power_grid.png
Pins as bars on the die edge. Tap cells in gray.
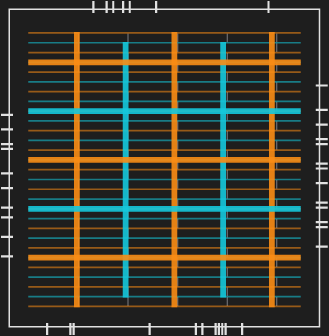
placement_by_type.png
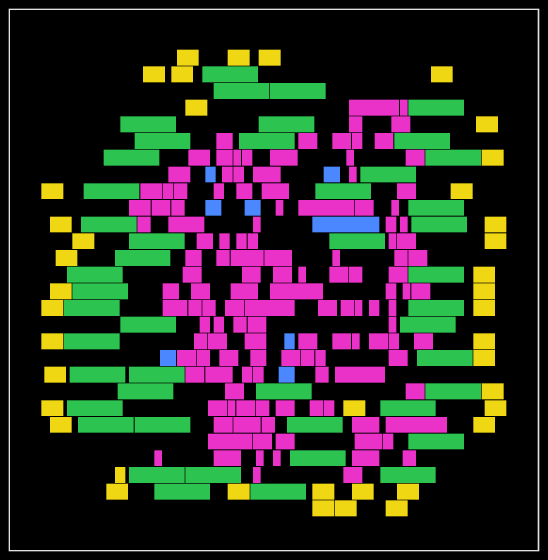
clk_routes.png
The bar under the picture is 20 µm long.
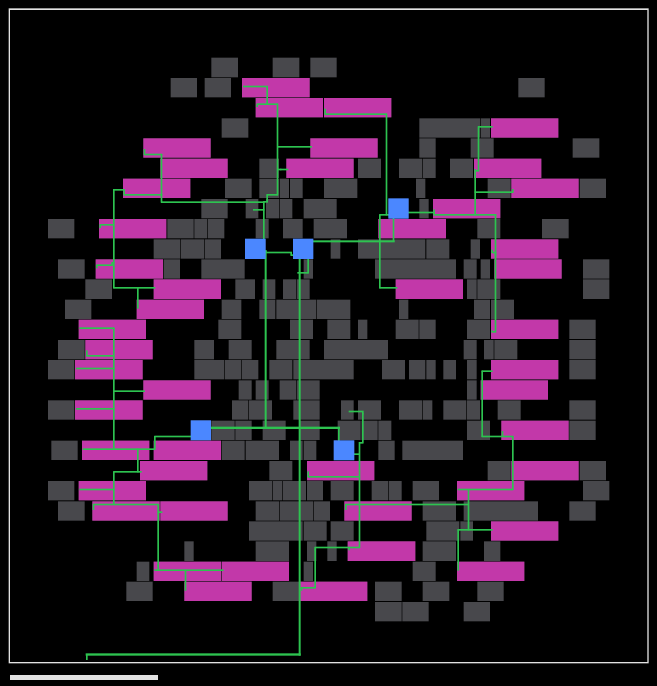
`src/rtl/async_fifo_wr_ctrl.sv`:
```
// ============================================================================
// Module   : async_fifo_wr_ctrl
// Purpose  : Write-domain control of the async FIFO: write pointer, Gray export,
//            read-pointer synchronizer and registered full/almost_full/level.
//            Optional sticky overflow flag: define WR_OVERFLOW_STICKY_EN.
// Revision : 1.0 - initial release
// ============================================================================
`default_nettype none

module async_fifo_wr_ctrl #(
    parameter int ADDR_W       = 8,
    parameter int SYNC_STAGES  = 2,
    parameter int AFULL_THRESH = 2**ADDR_W - 4
) (
    input  logic              clk,
    input  logic              rst_n,
    input  logic              wr_en,
    input  logic [ADDR_W:0]   rd_gray_ptr,
`ifdef WR_OVERFLOW_STICKY_EN
    input  logic              ovf_clr,
    output logic              overflow,
`endif
    output logic [ADDR_W:0]   wr_gray_ptr,
    output logic [ADDR_W-1:0] wr_addr,
    output logic              wr_accept,
    output logic              full,
    output logic              almost_full,
    output logic [ADDR_W:0]   wr_level
);

    localparam logic [ADDR_W:0] C_AFULL = (ADDR_W+1)'(AFULL_THRESH);

    logic [ADDR_W:0]                   wbin_q, wbin_d;
    logic [ADDR_W:0]                   wr_gray_q, wr_gray_d;
    logic [SYNC_STAGES-1:0][ADDR_W:0]  sync_q;
    logic [ADDR_W:0]                   rq;
    logic [ADDR_W:0]                   rbin;
    logic [ADDR_W:0]                   level_d;
    logic                              full_q, full_d;
    logic                              afull_q, afull_d;
    logic [ADDR_W:0]                   level_q;

    assign rq        = sync_q[SYNC_STAGES-1];
    assign wr_accept = wr_en & ~full_q;
    assign wr_addr   = wbin_q[ADDR_W-1:0];

    always_comb begin
        wbin_d    = wbin_q + {{ADDR_W{1'b0}}, wr_accept};
        wr_gray_d = wbin_d ^ (wbin_d >> 1);
        rbin      = '0;
        for (int i = 0; i <= ADDR_W; i++) begin
            rbin[i] = ^(rq >> i);
        end
        // Full when the write Gray pointer equals the read one with the top two bits inverted.
        full_d  = (wr_gray_d == {~rq[ADDR_W:ADDR_W-1], rq[ADDR_W-2:0]});
        level_d = wbin_d - rbin;
        afull_d = (level_d >= C_AFULL);
    end

    always_ff @(posedge clk or negedge rst_n) begin
        if (!rst_n) begin
            wbin_q    <= '0;
            wr_gray_q <= '0;
            sync_q    <= '0;
            full_q    <= 1'b0;
            afull_q   <= 1'b0;
            level_q   <= '0;
        end else begin
            wbin_q    <= wbin_d;
            wr_gray_q <= wr_gray_d;
            sync_q    <= {sync_q[SYNC_STAGES-2:0], rd_gray_ptr};
            full_q    <= full_d;
            afull_q   <= afull_d;
            level_q   <= level_d;
        end
    end

    assign wr_gray_ptr = wr_gray_q;
    assign full        = full_q;
    assign almost_full = afull_q;
    assign wr_level    = level_q;

`ifdef WR_OVERFLOW_STICKY_EN
    logic ovf_q, ovf_d;

    // A push rejected while full outranks a clear in the same cycle.
    always_comb begin
        ovf_d = ovf_q;
        if (wr_en && full_q) begin
            ovf_d = 1'b1;
        end else if (ovf_clr) begin
            ovf_d = 1'b0;
        end
    end

    always_ff @(posedge clk or negedge rst_n) begin
        if (!rst_n) begin
            ovf_q <= 1'b0;
        end else begin
            ovf_q <= ovf_d;
        end
    end

    assign overflow = ovf_q;
`endif

endmodule

`default_nettype wire

```
`config.mk`:
```
export PLATFORM = sky130hd
export DESIGN_NAME = async_fifo_wr_ctrl
export DESIGN_NICKNAME = d
export VERILOG_FILES = /design/src/rtl/async_fifo_wr_ctrl.sv
export SDC_FILE = /design/constraint.sdc
export NUM_CORES = 1
export LEC_CHECK = 0
export CORE_AREA = 5 5 81 83
export CTS_BUF_LIST = sky130_fd_sc_hd__clkbuf_4
export DETAILED_ROUTE_END_ITERATION = 8
export DIE_AREA = 0 0 86 88
export HOLD_SLACK_MARGIN = 0.03
export SETUP_SLACK_MARGIN = 0.15
export SYNTH_ARGS = -nofsm -noshare
export SYNTH_HDL_FRONTEND = slang
export SYNTH_SLANG_ARGS = --single-unit
```
`constraint.sdc`:
```
create_clock -name clk -period 4.8 [get_ports clk]
set_input_delay 0.48 -clock clk [delete_from_list [all_inputs] [get_ports clk]]
set_output_delay 0.48 -clock clk [all_outputs]
set_load 0.01 [all_outputs]
```
==> Flow_metrics.wiki <==
== Run summary ==
{| class="wikitable"
! Metric !! Value
|-
| Number of top-level pins || 41
|-
| Logic family by area || XOR/XNOR gates
|-
| Worst setup path start || rq[7]$_DFF_PN0_
|-
| Slowest cell on the critical path || dfrtp_1
|-
| Sinks on Clock Net || 46
|-
| Vertical extent of the die || 88 µm
|-
| Post-DP Area || 2726 µm²
|-
| Clock Skew || 0.009312 ns
|-
| Count of final setup violators || 0
|-
| Final slew viol count || 0
|-
| Max Clock Freq || 252.8 MHz
|-
| Adder-cell share of the synthesized area || 7.047%
|-
| Fp_density || 38.70%
|-
| Multi-input combinational gate total || 118
|-
| Proportion of cell area occupied by registers || 41.02%
|-
| Reg2reg path depth || 12
|-
| IO buf count || 40
|-
| H-tree depth || 2
|-
| Hold-fix buffer count after cts || 0
|-
| Wire length on met2 || 1838 µm
|-
| Layout overhead on the synthesized area || 25.45%
|-
| Tightest hold margin || 0.2687 ns
|-
| First-pass iteration count of the detailed router || 4
|-
| Max stage delay on crit path || 0.45 ns
|-
| Sequential cell area fraction in the yosys report || 51.45%
|-
| Inverter count of the layout excluding clock inverters || 14
|-
| Data required time of the critical path || 5.05 ns
|-
| Sum of net half-perimeters after detailed placement || 3085 µm
|-
| Path category of the worst min-delay check || primary input to async pin
|-
| List of most frequent post-synthesis cells || dfrtp_1 (46), xnor2_1 (24), inv_1 (14)
|-
| Final Instance Area || 2806 µm²
|-
| Yosys cell count || 178
|-
| Most common cell in the netlist || dfrtp_1
|-
| CP startpoint kind || register
|-
| Buffers, non-clock || 40
|-
| Fraction of synthesized area in multiplexers || 0.8949%
|-
| Net count of the mapped netlist || 202
|-
| Number of global-route vias before repair || 1408
|-
| Predominant post-synthesis flop cell || dfrtp_1
|-
| Standard-cell row count || 28
|-
| Cts bufs inserted || 5
|-
| Leakage Power || 1.295 nW
|-
| Routed Antenna Nets || 0
|-
| Fin cells || 302
|-
| Buffer count from post-CTS setup fixing || 0
|-
| Proportion of power drawn by the clock network || 12.5%
|-
| DR WL met3 || 216 µm
|-
| End point of the critical path || almost_full$_DFF_PN0_
|-
| Mapped Cells || 178
|-
| ClkCell Share || 2.764%
|-
| Max power group || combinational logic
|-
| Final weighted congestion in routability-driven placement || 0.7197
|-
| Synthesized flop and latch total || 46
|-
| Final non-clock buffer share || 14.09%
|-
| Simple logic cell fraction of the synthesized area || 9.787%
|-
| Normalized max-slew margin || 35.05%
|-
| Net switching share of the total power || 38.49%
|-
| Number of filler cells placed in the layout || 536
|-
| Placed cells || 293
|-
| Dominant logic cell type in the layout || dfrtp_1
|-
| Global route total overflow || 0
|-
| Peak-usage layer in the global routing report || met2
|-
| Floorplan die area || 7568 µm²
|-
| Vias || 1427
|-
| Tally of clock buffers in the finished layout || 5
|-
| Met1 GRT Util || 15.22%
|-
| Area of the core region || 5781 µm²
|-
| Result of the run || finished, final reports clean
|-
| Number of synthesis warnings || 0
|-
| Commonest cells after routing, fill and taps aside || dfrtp_1 (46), clkdlybuf4s50_1 (39), xnor2_1 (24)
|-
| Distinct lib cells || 37
|-
| Period utilisation layout || 82.42%
|-
| Final WL || 4036 µm
|-
| Largest voltage drop on the vdd net || 268.8 µV
|-
| # resized after CTS || 0
|-
| Max cap viols || 0
|-
| Combinational group power || 0.00104 W
|}
Notes on power_grid.png above:
[cyan] VDD
[orange] VSS
met5 straps: 5
signal pins: 41
met4 straps: 5
tap cells: 75

Notes on placement_by_type.png above:
[green] flops | cells: 46
[magenta] combinational and other logic | cells: 132
[blue] clock drivers and dummy loads | cells: 8
[yellow] other buffers and delay cells | cells: 40

Notes on clk_routes.png above:
[green] clock wires | length: 553 µm
[magenta] flip-flops | count: 46
[blue] clock drivers | count: 5
flops lie: all over the die
routed clock nets: 6

-- critical path, delay by kind of cell (launching register included) --
family	cells	cell delay, ns
and+or+nand+nor	2	0.62
AOI/OAI and AO/OA	3	0.66
xor gates and xnor gates	5	1.47
DFF	1	0.45
adders and majority gates	2	0.65
-- metrics by stage --
step / worst slack (ns) / total power (W) / utilization [%]
2_1_floorplan: 1.094 / 0.001265 / -
3_3_place_gp: 0.7100 / 0.001626 / 47.16
3_5_place_dp: 0.6680 / 0.001621 / 47.16
4_1_cts: 0.8081 / 0.001867 / 48.51
5_1_grt: 0.6398 / 0.001992 / 48.55
6_report: 0.8437 / 0.001837 / 48.55
-- state kept, by name, summed over array words and instances, names as in the netlist --
name,count
almost_full,1
full,1
rq,9
wr_level,9
wr_gray_ptr,8
sync_q,9
wbin_q,9
No activity file was given, so power comes from the tool's default toggle rates.
